### src/rtl/mem_arb_pkg.sv
// +--------------------------------------------------------------------+
// | mem_arb_pkg: shared constants for the round-robin memory arbiter   |
// | Rev 1.0                                                            |
// +--------------------------------------------------------------------+
`default_nettype none

package mem_arb_pkg;

  localparam int ARB_N          = 3;
  localparam int ADDR_W_DEFAULT = 8;
  localparam int DATA_W_DEFAULT = 8;

  localparam logic [1:0] ST_IDLE  = 2'd0;
  localparam logic [1:0] ST_REQ   = 2'd1;
  localparam logic [1:0] ST_ISSUE = 2'd2;
  localparam logic [1:0] ST_RDATA = 2'd3;

endpackage

`default_nettype wire

### src/rtl/mem_cmd_fifo.sv
// +--------------------------------------------------------------------+
// | mem_cmd_fifo: synchronous command FIFO with occupancy count        |
// | Rev 1.0                                                            |
// +--------------------------------------------------------------------+
`default_nettype none

module mem_cmd_fifo
  import mem_arb_pkg::*;
#(
  parameter int WIDTH = 17,
  parameter int DEPTH = 4
) (
  input  logic                     clk,
  input  logic                     reset,
  input  logic                     push,
  input  logic [WIDTH-1:0]         wr_data,
  input  logic                     pop,
  output logic [WIDTH-1:0]         rd_data,
  output logic [$clog2(DEPTH):0]   count,
  output logic                     full,
  output logic                     empty
);

  localparam int PTR_W = $clog2(DEPTH);
  localparam int CNT_W = PTR_W + 1;

  logic [WIDTH-1:0] mem_q [DEPTH];
  logic [PTR_W-1:0] wr_ptr_q, wr_ptr_d;
  logic [PTR_W-1:0] rd_ptr_q, rd_ptr_d;
  logic [CNT_W-1:0] count_q, count_d;
  logic             do_push;
  logic             do_pop;

  assign full    = (count_q == CNT_W'(DEPTH));
  assign empty   = (count_q == '0);
  assign count   = count_q;
  assign rd_data = mem_q[rd_ptr_q];

  // Pointers wrap naturally because DEPTH is a power of two.
  always_comb begin
    do_push  = push && !full;
    do_pop   = pop && !empty;
    wr_ptr_d = do_push ? wr_ptr_q + 1'b1 : wr_ptr_q;
    rd_ptr_d = do_pop ? rd_ptr_q + 1'b1 : rd_ptr_q;
    count_d  = count_q;
    case ({do_push, do_pop})
      2'b10:   count_d = count_q + 1'b1;
      2'b01:   count_d = count_q - 1'b1;
      default: count_d = count_q;
    endcase
  end

  always_ff @(posedge clk) begin
    if (reset) begin
      wr_ptr_q <= '0;
      rd_ptr_q <= '0;
      count_q  <= '0;
    end else begin
      wr_ptr_q <= wr_ptr_d;
      rd_ptr_q <= rd_ptr_d;
      count_q  <= count_d;
    end
  end

  always_ff @(posedge clk) begin
    if (do_push) begin
      mem_q[wr_ptr_q] <= wr_data;
    end
  end

endmodule

`default_nettype wire

### src/rtl/mem_req_agent.sv
// +--------------------------------------------------------------------+
// | mem_req_agent: requestor-side agent, one RAM access per grant      |
// | Rev 1.0                                                            |
// +--------------------------------------------------------------------+
`default_nettype none

module mem_req_agent
  import mem_arb_pkg::*;
#(
  parameter int ADDR_W       = ADDR_W_DEFAULT,
  parameter int DATA_W       = DATA_W_DEFAULT,
  parameter int DEPTH        = 4,
  parameter int STARVE_LIMIT = 16
) (
  input  logic              clk,
  input  logic              reset,
  input  logic              cmd_valid,
  output logic              cmd_ready,
  input  logic              cmd_we,
  input  logic [ADDR_W-1:0] cmd_addr,
  input  logic [DATA_W-1:0] cmd_wdata,
  output logic              req,
  input  logic              grant,
  output logic              mem_en,
  output logic              mem_we,
  output logic [ADDR_W-1:0] mem_addr,
  output logic [DATA_W-1:0] mem_wdata,
  input  logic [DATA_W-1:0] mem_rdata,
  output logic              rsp_valid,
  output logic [DATA_W-1:0] rsp_rdata,
  output logic              starve,
  output logic              spurious_grant
);

  localparam int CMD_W  = 1 + ADDR_W + DATA_W;
  localparam int CNT_W  = $clog2(DEPTH) + 1;
  localparam int WAIT_W = $clog2(STARVE_LIMIT + 1);
  localparam logic [WAIT_W-1:0] STARVE_THR = WAIT_W'(STARVE_LIMIT);

  logic [1:0]        state_q, state_d;
  logic [WAIT_W-1:0] wait_q, wait_d;
  logic              req_q, req_d;
  logic              mem_en_q, mem_en_d;
  logic              mem_we_q, mem_we_d;
  logic [ADDR_W-1:0] mem_addr_q, mem_addr_d;
  logic [DATA_W-1:0] mem_wdata_q, mem_wdata_d;
  logic              rsp_valid_q, rsp_valid_d;
  logic [DATA_W-1:0] rsp_rdata_q, rsp_rdata_d;
  logic              spurious_q, spurious_d;

  logic              fifo_push;
  logic              fifo_pop;
  logic [CMD_W-1:0]  fifo_rd_data;
  logic [CNT_W-1:0]  fifo_count;
  logic              fifo_full;
  logic              fifo_empty;
  logic              head_we;
  logic [ADDR_W-1:0] head_addr;
  logic [DATA_W-1:0] head_wdata;

  assign cmd_ready = !fifo_full;
  assign fifo_push = cmd_valid && cmd_ready;
  assign {head_we, head_addr, head_wdata} = fifo_rd_data;

  mem_cmd_fifo #(
    .WIDTH (CMD_W),
    .DEPTH (DEPTH)
  ) u_fifo (
    .clk     (clk),
    .reset   (reset),
    .push    (fifo_push),
    .wr_data ({cmd_we, cmd_addr, cmd_wdata}),
    .pop     (fifo_pop),
    .rd_data (fifo_rd_data),
    .count   (fifo_count),
    .full    (fifo_full),
    .empty   (fifo_empty)
  );

  always_ff @(posedge clk) begin
    if (reset) begin
      state_q     <= ST_IDLE;
      wait_q      <= '0;
      req_q       <= 1'b0;
      mem_en_q    <= 1'b0;
      mem_we_q    <= 1'b0;
      mem_addr_q  <= '0;
      mem_wdata_q <= '0;
      rsp_valid_q <= 1'b0;
      rsp_rdata_q <= '0;
      spurious_q  <= 1'b0;
    end else begin
      state_q     <= state_d;
      wait_q      <= wait_d;
      req_q       <= req_d;
      mem_en_q    <= mem_en_d;
      mem_we_q    <= mem_we_d;
      mem_addr_q  <= mem_addr_d;
      mem_wdata_q <= mem_wdata_d;
      rsp_valid_q <= rsp_valid_d;
      rsp_rdata_q <= rsp_rdata_d;
      spurious_q  <= spurious_d;
    end
  end

  always_comb begin
    state_d = state_q;
    case (state_q)
      ST_IDLE:  if (fifo_count != '0) state_d = ST_REQ;
      ST_REQ:   if (grant && !fifo_empty) state_d = ST_ISSUE;
      ST_ISSUE: state_d = mem_we_q ? ST_IDLE : ST_RDATA;
      ST_RDATA: state_d = ST_IDLE;
      default:  state_d = ST_IDLE;
    endcase
  end

  always_comb begin
    fifo_pop    = (state_q == ST_REQ) && grant && !fifo_empty;
    req_d       = (state_d == ST_REQ);
    mem_en_d    = fifo_pop;
    mem_we_d    = fifo_pop && head_we;
    mem_addr_d  = fifo_pop ? head_addr : mem_addr_q;
    mem_wdata_d = fifo_pop ? head_wdata : mem_wdata_q;
    // RAM data is valid the cycle after the read strobe, i.e. while in RDATA.
    rsp_valid_d = (state_q == ST_RDATA);
    rsp_rdata_d = rsp_valid_d ? mem_rdata : rsp_rdata_q;
    spurious_d  = spurious_q || (grant && (state_q != ST_REQ));
    // Held at zero outside REQ so every entry into REQ starts from zero.
    wait_d      = '0;
    if (state_q == ST_REQ) begin
      wait_d = (wait_q == '1) ? wait_q : wait_q + 1'b1;
    end
  end

  assign req            = req_q;
  assign mem_en         = mem_en_q;
  assign mem_we         = mem_we_q;
  assign mem_addr       = mem_addr_q;
  assign mem_wdata      = mem_wdata_q;
  assign rsp_valid      = rsp_valid_q;
  assign rsp_rdata      = rsp_rdata_q;
  assign spurious_grant = spurious_q;
  assign starve         = (state_q == ST_REQ) && (wait_q >= STARVE_THR);

endmodule

`default_nettype wire

### config.mk
export PLATFORM = sky130hd
export DESIGN_NAME = mem_req_agent
export DESIGN_NICKNAME = d
export VERILOG_FILES = /design/src/rtl/mem_arb_pkg.sv /design/src/rtl/mem_cmd_fifo.sv /design/src/rtl/mem_req_agent.sv
export SDC_FILE = /design/constraint.sdc
export NUM_CORES = 1
export LEC_CHECK = 0
export CAP_MARGIN = 15
export CORE_MARGIN = 3
export CORE_UTILIZATION = 54
export CTS_BUF_LIST = sky130_fd_sc_hd__clkbuf_16
export DETAILED_ROUTE_END_ITERATION = 8
export HOLD_SLACK_MARGIN = 0.02
export PLACE_DENSITY = 0.87
export REMOVE_ABC_BUFFERS = 1
export SETUP_SLACK_MARGIN = 0.1
export SLEW_MARGIN = 20
export SYNTH_ARGS = -nofsm -noshare
export SYNTH_HDL_FRONTEND = slang
export SYNTH_HIERARCHICAL = 1
export SYNTH_SLANG_ARGS = --single-unit
### constraint.sdc
create_clock -name clk -period 7.3 [get_ports clk]
set_clock_uncertainty 0.2 [all_clocks]
set_input_delay 1.095 -clock clk [delete_from_list [all_inputs] [get_ports clk]]
set_output_delay 1.095 -clock clk [all_outputs]
set_load 0.005 [all_outputs]
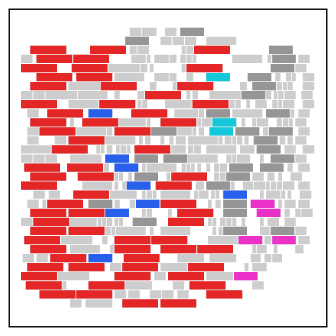
**Above:** run 1 (where the registers sit).
Other sequential cells in the stronger grey, the rest of the logic in the fainter grey.
- cyan: u_fifo/count (placed flops 3)
- red: u_fifo/mem_q (placed flops 68)
- blue: mem_addr (placed flops 8)
- magenta: wait_q (placed flops 5; where bottom right)

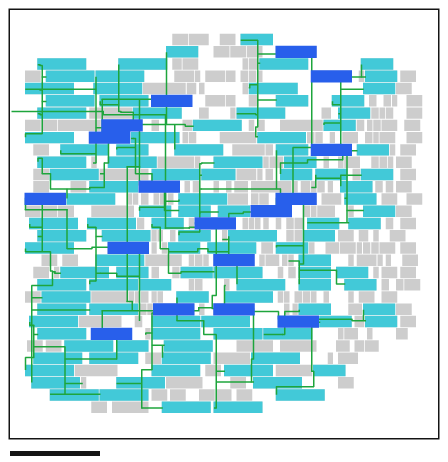
**Above:** run 1 (clock wires, drivers and flops).
The bar under the picture is 20 um long.
- blue: clock drivers (count 17)
- green: clock wires (length 1200 um)
- cyan: flip-flops (count 113)
- routed clock nets: 18
Clock Power Share: 0.459
clk pwr: 709 uW
Late-Pin Clk Latency: 0.39 ns

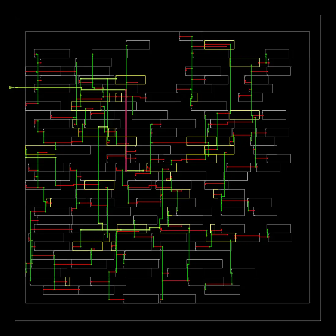
**Above:** run 1 (the clock network).
Num CTS Buffers: 17
flop count: 113
clock buffer count: 19

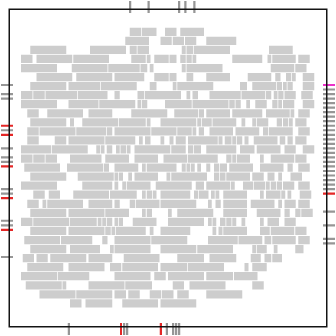
**Above:** run 1 (I/O pins on the die edge).
Pins as bars across the die edge, other pins in grey.
- red: mem_addr (pins 8; direction output; edge 5 left, 2 bottom, 1 right)
- magenta: rsp_valid (pins 1; direction output; edge right)

==> flow_summary_export.csv, run 1 <==
group,metric,value,unit
worst_setup_path,arrival,4.36,ns
synth,edf_count,68,
global_route,grt_pass1_vias,2733,
cells_and_area,nets,399,
cells_and_area,final_cells,474,
cells_and_area,lay_top_count,"edfxtp_1",
synth,synthSimpleGateAreaFrac,0.0969,
sta,worst_pin_slew,1.01,ns
worst_setup_path,slowest_delay,0.65,ns
worst_setup_path,cp_num_cells,11,
cells_and_area,layout.nonclk_buf_frac,0.110,
worst_setup_path,r2r_slack,3.57,ns
synth,ys_warn_count,6,
drt,drt.antenna.violating_nets,0,
sta,fin_setup_tns,0,ns
sta,clock.fmax,235,MHz
floorplan,fp.dieArea,9020,um^2
sta,rsz0062_at_grt,"false",
min_path,min-delay-start,"rsp_rdata[1]$_SDFFE_PP0P_",
worst_setup_path,crit_buf_inv,4,
placed_design,io_buffers,59,
drt,vias,2623,
min_path,min_delay_path_depth,2,
cells_and_area,logic_area,1200,um^2
min_path,hold_path_end,"rsp_rdata[1]$_SDFFE_PP0P_",
drt,wl_per_cell,17.8,um
power_and_ir_drop,powerDensity,284,nW/um^2
synth,ys_cells,297,
cts,clockBufferDepth,2,
global_route,grt_max_degree,40,
floorplan,core_area,7450,um^2
cells_and_area,area_growth,27.3,%
worst_setup_path,worst-setup-path-type,"in -> reg",
synth,ys_sh_adder,0.0252,
worst_setup_path,worst_setup_path_end_kind,"flop",
floorplan,fp_util,0.574,
sta,setup_viol,0,
global_route,grt_overflow_total,0,
job,cap_violations,0,
floorplan,dieHeight,95.0,um
synth,ys_ff,113,
cells_and_area,lay_top_cells,"edfxtp_1, clkdlybuf4s50_1, dfxtp_1, nand2_1, a21oi_1",
power_and_ir_drop,intPower,1.22,mW
synth,logic_family,"multiplexers",
placed_design,post-dp-hpwl,5.24,mm
worst_setup_path,r2r-end,"u_fifo/count[2]$_SDFFE_PP0P_",
global_route,antenna_found_initial,0,
drt,drt_first_pass_iters,4,
floorplan,die_width,95.0,um
power_and_ir_drop,leakagePower,1.89,nW
global_route,grt_first_pass_wirelength,13.6,mm
synth,synth_seq_share,0.689,
cells_and_area,seq_share,0.541,
worst_setup_path,worstSetupStartpointType,"input port",
placed_design,place_congestion,0.792,
worst_setup_path,critPathSlowestCell,"nand4bb_1",
status,outcome,"finished, final reports clean",
cts,cts_setup_buffers,0,
cells_and_area,logic_gates,158,
synth,synth-main-ff-cell,"edfxtp_1",
cells_and_area,drive_gt1_frac,0.104,
worst_setup_path,crit_chain,"clkdlybuf4s50_1 > nand4bb_1 > inv_2 > o31ai_1 > inv_1 > ha_1 > inv_1 > fa_1 > xor2_1 > or3_1 > a21oi_1",
synth,synth_cell_types,34,
worst_setup_path,crit_required,7.41,ns
cts,htree_levels,4,
cells_and_area,clkCellAreaFrac,0.0973,
synth,synth-async-reset-ratio,0,
power_and_ir_drop,p_seq_frac,0.474,
cts,clk_pin_slew_worst_paths,0.05,ns
synth,synthCells,297,
synth,synth_area_leader_cell,"edfxtp_1",
floorplan,tap_cells,99,
cts,cts_tree,"built",
synth,synth.top_cells.by_count,"edfxtp_1, dfxtp_1, nand2_1",
power_and_ir_drop,switchingPower,325,uW
min_path,hold_class,"reg -> reg",
sta,period_minus_slack,4.25,ns
floorplan,io-pin-count,60,
synth,syn-cell-area,4270,um^2
synth,syn_avg_cell_area,14.4,um^2
worst_setup_path,r2r-start,"u_fifo/count[1]$_SDFFE_PP0P_",
worst_setup_path,endpoint,"u_fifo/count[2]$_SDFFE_PP0P_",
power_and_ir_drop,power_frac_comb,0.067,
cells_and_area,num-nonclk-buffers,60,
cells_and_area,inv_count,12,
synth,aoi_share,0.0439,
sta,min_period_over_period,0.582,
drt,drtIter0Drc,158,
run 1: through the flow:
stage / cell area [um^2] / hold slack (ns) / worst slack (ns)
finish: 5440 / 0.253 / 3.05
global route: 5440 / 0.274 / 2.87
CTS: 5440 / 0.257 / 3.06
detailed placement: 4910 / 0.250 / 2.66
global placement: 4910 / 0.242 / 2.90
floorplan: 4190 / 0.247 / 3.78
run 1: metal layers:
| metal | vias to the layer above | part of all wire | track usage |
|---|---|---|---|
| li1 | 1216 | - | - |
| met1 | 1321 | 0.40 | 0.229 |
| met2 | 78 | 0.54 | 0.367 |
| met3 | 8 | 0.055 | 0.0645 |
| met4 | 0 | 0.0079 | 0.0925 |
| met5 | - | 0 | 0 |
**Run 1: signal wires by layer**

The bar under the picture is 20 um long.
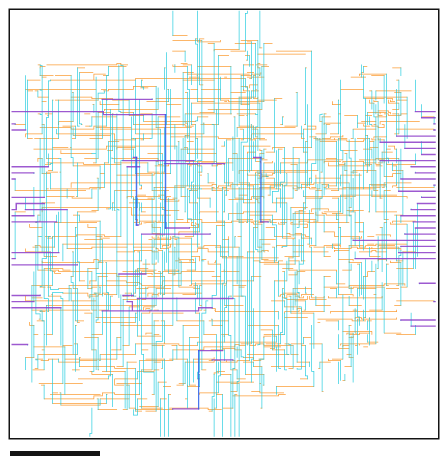

==> run 1 -> run 2 <==
Settings changed: CORE_UTILIZATION 54 to 49, PLACE_DENSITY 0.87 to 0.84.
Clock period 7.3 ns to 3.4 ns, I/O delays scaled along.
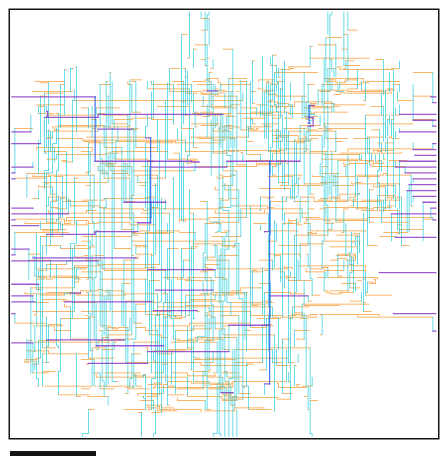
**Above:** run 2 (signal wires by layer).
The bar under the picture is 20 um long.
- blue: metal 4 (wire length 90.4 um)
- purple: metal 3 (wire length 570 um)
- cyan: metal 2 (wire length 4650 um)
- orange: metal 1 (wire length 3570 um)
wire per inst: 18.2 um
via count: 2640

==> flow_summary_export.csv, run 2 <==
group,metric,value,unit
floorplan,die_width,99.4,um
power_and_ir_drop,switchingPower,748,uW
cells_and_area,seq_share,0.527,
cts,clk_pin_slew_worst_paths,0.05,ns
placed_design,post-dp-hpwl,5.17,mm
cells_and_area,nets,407,
cts,cts_tree,"built",
synth,synthSimpleGateAreaFrac,0.0969,
floorplan,dieHeight,99.4,um
cells_and_area,final_cells,488,
placed_design,place_congestion,0.755,
power_and_ir_drop,p_seq_frac,0.438,
sta,finalHoldViolations,0,
sta,slew_violations,0,
cells_and_area,lay_top_count,"edfxtp_1",
cells_and_area,comb_share,0.215,
sta,worst_pin_slew,0.784,ns
synth,synth_area_leader_cell,"edfxtp_1",
cells_and_area,fillers,555,
drt,drc_errors,0,
global_route,antenna_found_initial,0,
cells_and_area,utilization,0.669,
cts,clockBufferDepth,2,
worst_setup_path,crit_chain,"nor3_1 > nand4bb_1 > inv_2 > o31ai_1 > inv_1 > ha_1 > inv_1 > fa_1 > xor2_1 > or3_1 > a21oi_1",
power_and_ir_drop,p_seq,1.56,mW
worst_setup_path,r2r-end,"u_fifo/count[2]$_SDFFE_PP0P_",
floorplan,fp_util,0.512,
worst_setup_path,crit_buf_inv,3,
sta,clock.fmax,377,MHz
worst_setup_path,slowest_delay,0.47,ns
power_and_ir_drop,intPower,2.81,mW
global_route,grt_pass1_vias,2783,
placed_design,dpl_cell_area,4980,um^2
cts,holdBufCountCts,0,
floorplan,io-pin-count,60,
synth,ys_sh_adder,0.0252,
cells_and_area,lay_top_cells,"edfxtp_1, clkdlybuf4s50_1, dfxtp_1, nand2_1, a21oi_1",
worst_setup_path,arrival,2.78,ns
global_route,grt_max_degree,39,
worst_setup_path,worst-setup-path-type,"reg -> reg",
cells_and_area,largest_reg_flops,68,
synth,syn-cell-area,4270,um^2
drt,drt-total-wl,8.88,mm
synth,synth_seq_share,0.689,
power_and_ir_drop,power_frac_comb,0.071,
drt,drtIter0Drc,221,
global_route,grt_first_pass_wirelength,14.1,mm
placed_design,numPlacedInstances,456,
cells_and_area,layout.nonclk_buf_frac,0.118,
worst_setup_path,worst_setup_path_end_kind,"flop",
sta,fin_setup_tns,0,ns
synth,aoi_share,0.0439,
cts,clock_latency,0.40,ns
cells_and_area,finish.instance_area,5580,um^2
cts,cts_setup_buffers,0,
synth,mux_share,0.103,
synth,logic_family,"multiplexers",
job,cap_violations,0,
synth,synth-main-ff-cell,"edfxtp_1",
drt,drt_first_pass_iters,5,
cells_and_area,clkCellAreaFrac,0.108,
cells_and_area,drive_gt1_frac,0.131,
power_and_ir_drop,power,3.55,mW
synth,yosysMostFrequentCell,"edfxtp_1",
cts,clock-sinks,113,
sta,period_minus_slack,2.65,ns
cts,cts_resized,0,
power_and_ir_drop,power_leader,"clock",
global_route,grt_overflow_total,0,
cells_and_area,biggestCellCategory,"flip-flops and latches",
worst_setup_path,crit_required,3.53,ns
power_and_ir_drop,clk-power,1.75,mW
drt,vias_per_cell,5.41,
power_and_ir_drop,powerDensity,637,nW/um^2
placed_design,dpl_worst_slack,0.448,ns
min_path,min-delay-start,"rsp_rdata[2]$_SDFFE_PP0P_",
worst_setup_path,crit_top_cell,"inv_1",
job,stage_log_warnings,28,
worst_setup_path,r2r_cells,11,
power_and_ir_drop,leakagePower,1.95,nW
worst_setup_path,cp_max_fo,6,
cells_and_area,seq_area,2940,um^2
worst_setup_path,path_delay_family,"simple AND/OR/NAND/NOR gates",
worst_setup_path,critPathSlowestCell,"dfxtp_1",
synth,synth_cell_types,34,
sta,holdWs,0.253,ns
synth,edf_count,68,
synth,ys_ff,113,
sta,relSlewSlack,0.477,
cells_and_area,logic_gates,158,
sta,worst_slack,0.748,ns
sta,min_period_over_period,0.780,
global_route,grt_use_total,0.192,
worst_setup_path,cp-startpoint,"u_fifo/count[0]$_SDFFE_PP0P_",
synth,synthCells,297,
cells_and_area,area_growth,30.6,%
drt,drt.antenna.violating_nets,0,
power_and_ir_drop,clock_power_share,0.492,
synth,top_area_frac,0.478,
synth,yosys_area,4270,um^2
sta,rsz0062_at_grt,"false",
synth,ys_cells,297,
worst_setup_path,cp_num_cells,11,
worst_setup_path,worstSetupStartpointType,"flop",
placed_design,io_buffers,59,
worst_setup_path,r2r-start,"u_fifo/count[0]$_SDFFE_PP0P_",
synth,synth.top_cells.by_count,"edfxtp_1, dfxtp_1, nand2_1",
cts,cts_buffers,17,
worst_setup_path,r2r_slack,0.75,ns
synth,synth-async-reset-ratio,0,
cells_and_area,largest-register,"u_fifo/mem_q",
cells_and_area,flops,113,
cts,clock_tree.root_cell,"clkbuf_16",
power_and_ir_drop,p_sw_frac,0.210,
cells_and_area,n_antenna_cell,0,
worst_setup_path,endpoint,"u_fifo/count[2]$_SDFFE_PP0P_",
min_path,hold_path_end,"rsp_rdata[2]$_SDFFE_PP0P_",
floorplan,tap_cells,105,
power_and_ir_drop,p_comb,251,uW
status,outcome,"finished, final reports clean",
cells_and_area,logic_area,1200,um^2
synth,syn_avg_cell_area,14.4,um^2
synth,ys_warn_count,6,
sta,setup_viol,0,
power_and_ir_drop,vdd_drop_max,0.000457,V
synth,topCellsByArea,"edfxtp_1, dfxtp_1, mux4_2",
synth,ys_sh_xor,0.0123,
floorplan,std_cell_rows,33,
cts,htree_levels,4,
min_path,hold_class,"reg -> reg",
min_path,min_delay_path_depth,2,
cells_and_area,inv_count,12,
floorplan,core_area,8340,um^2
cells_and_area,nClkBuffers,21,
cells_and_area,num-nonclk-buffers,68,
floorplan,fp.dieArea,9880,um^2
## run 2: netlist changes by cell type in the layout (fill, tap and decap cells not counted), sizes merged
cell    before  now
clkbuf      19   21
bufinv       0    1
buf          1    9
clkinv       8    6
inv         17   16
## run 2: worst register-to-register path: stages (launching register included)
cell and delay, ns:
dfxtp_1 0.47, nor3_1 0.16, nand4bb_1 0.26, inv_2 0.09
o31ai_1 0.10, inv_1 0.08, ha_1 0.17, inv_1 0.06
fa_1 0.38, xor2_1 0.16, or3_1 0.31, a21oi_1 0.15
## run 2: layer usage
metal / track usage / share of wire / up-vias
li1: - / - / 1220
met1: 0.231 / 0.40 / 1315
met2: 0.333 / 0.52 / 93
met3: 0.0617 / 0.064 / 12
met4: 0.0536 / 0.010 / 0
met5: 0 / 0 / -
Power figures rest on the tool's default switching activity, not on a simulated workload.
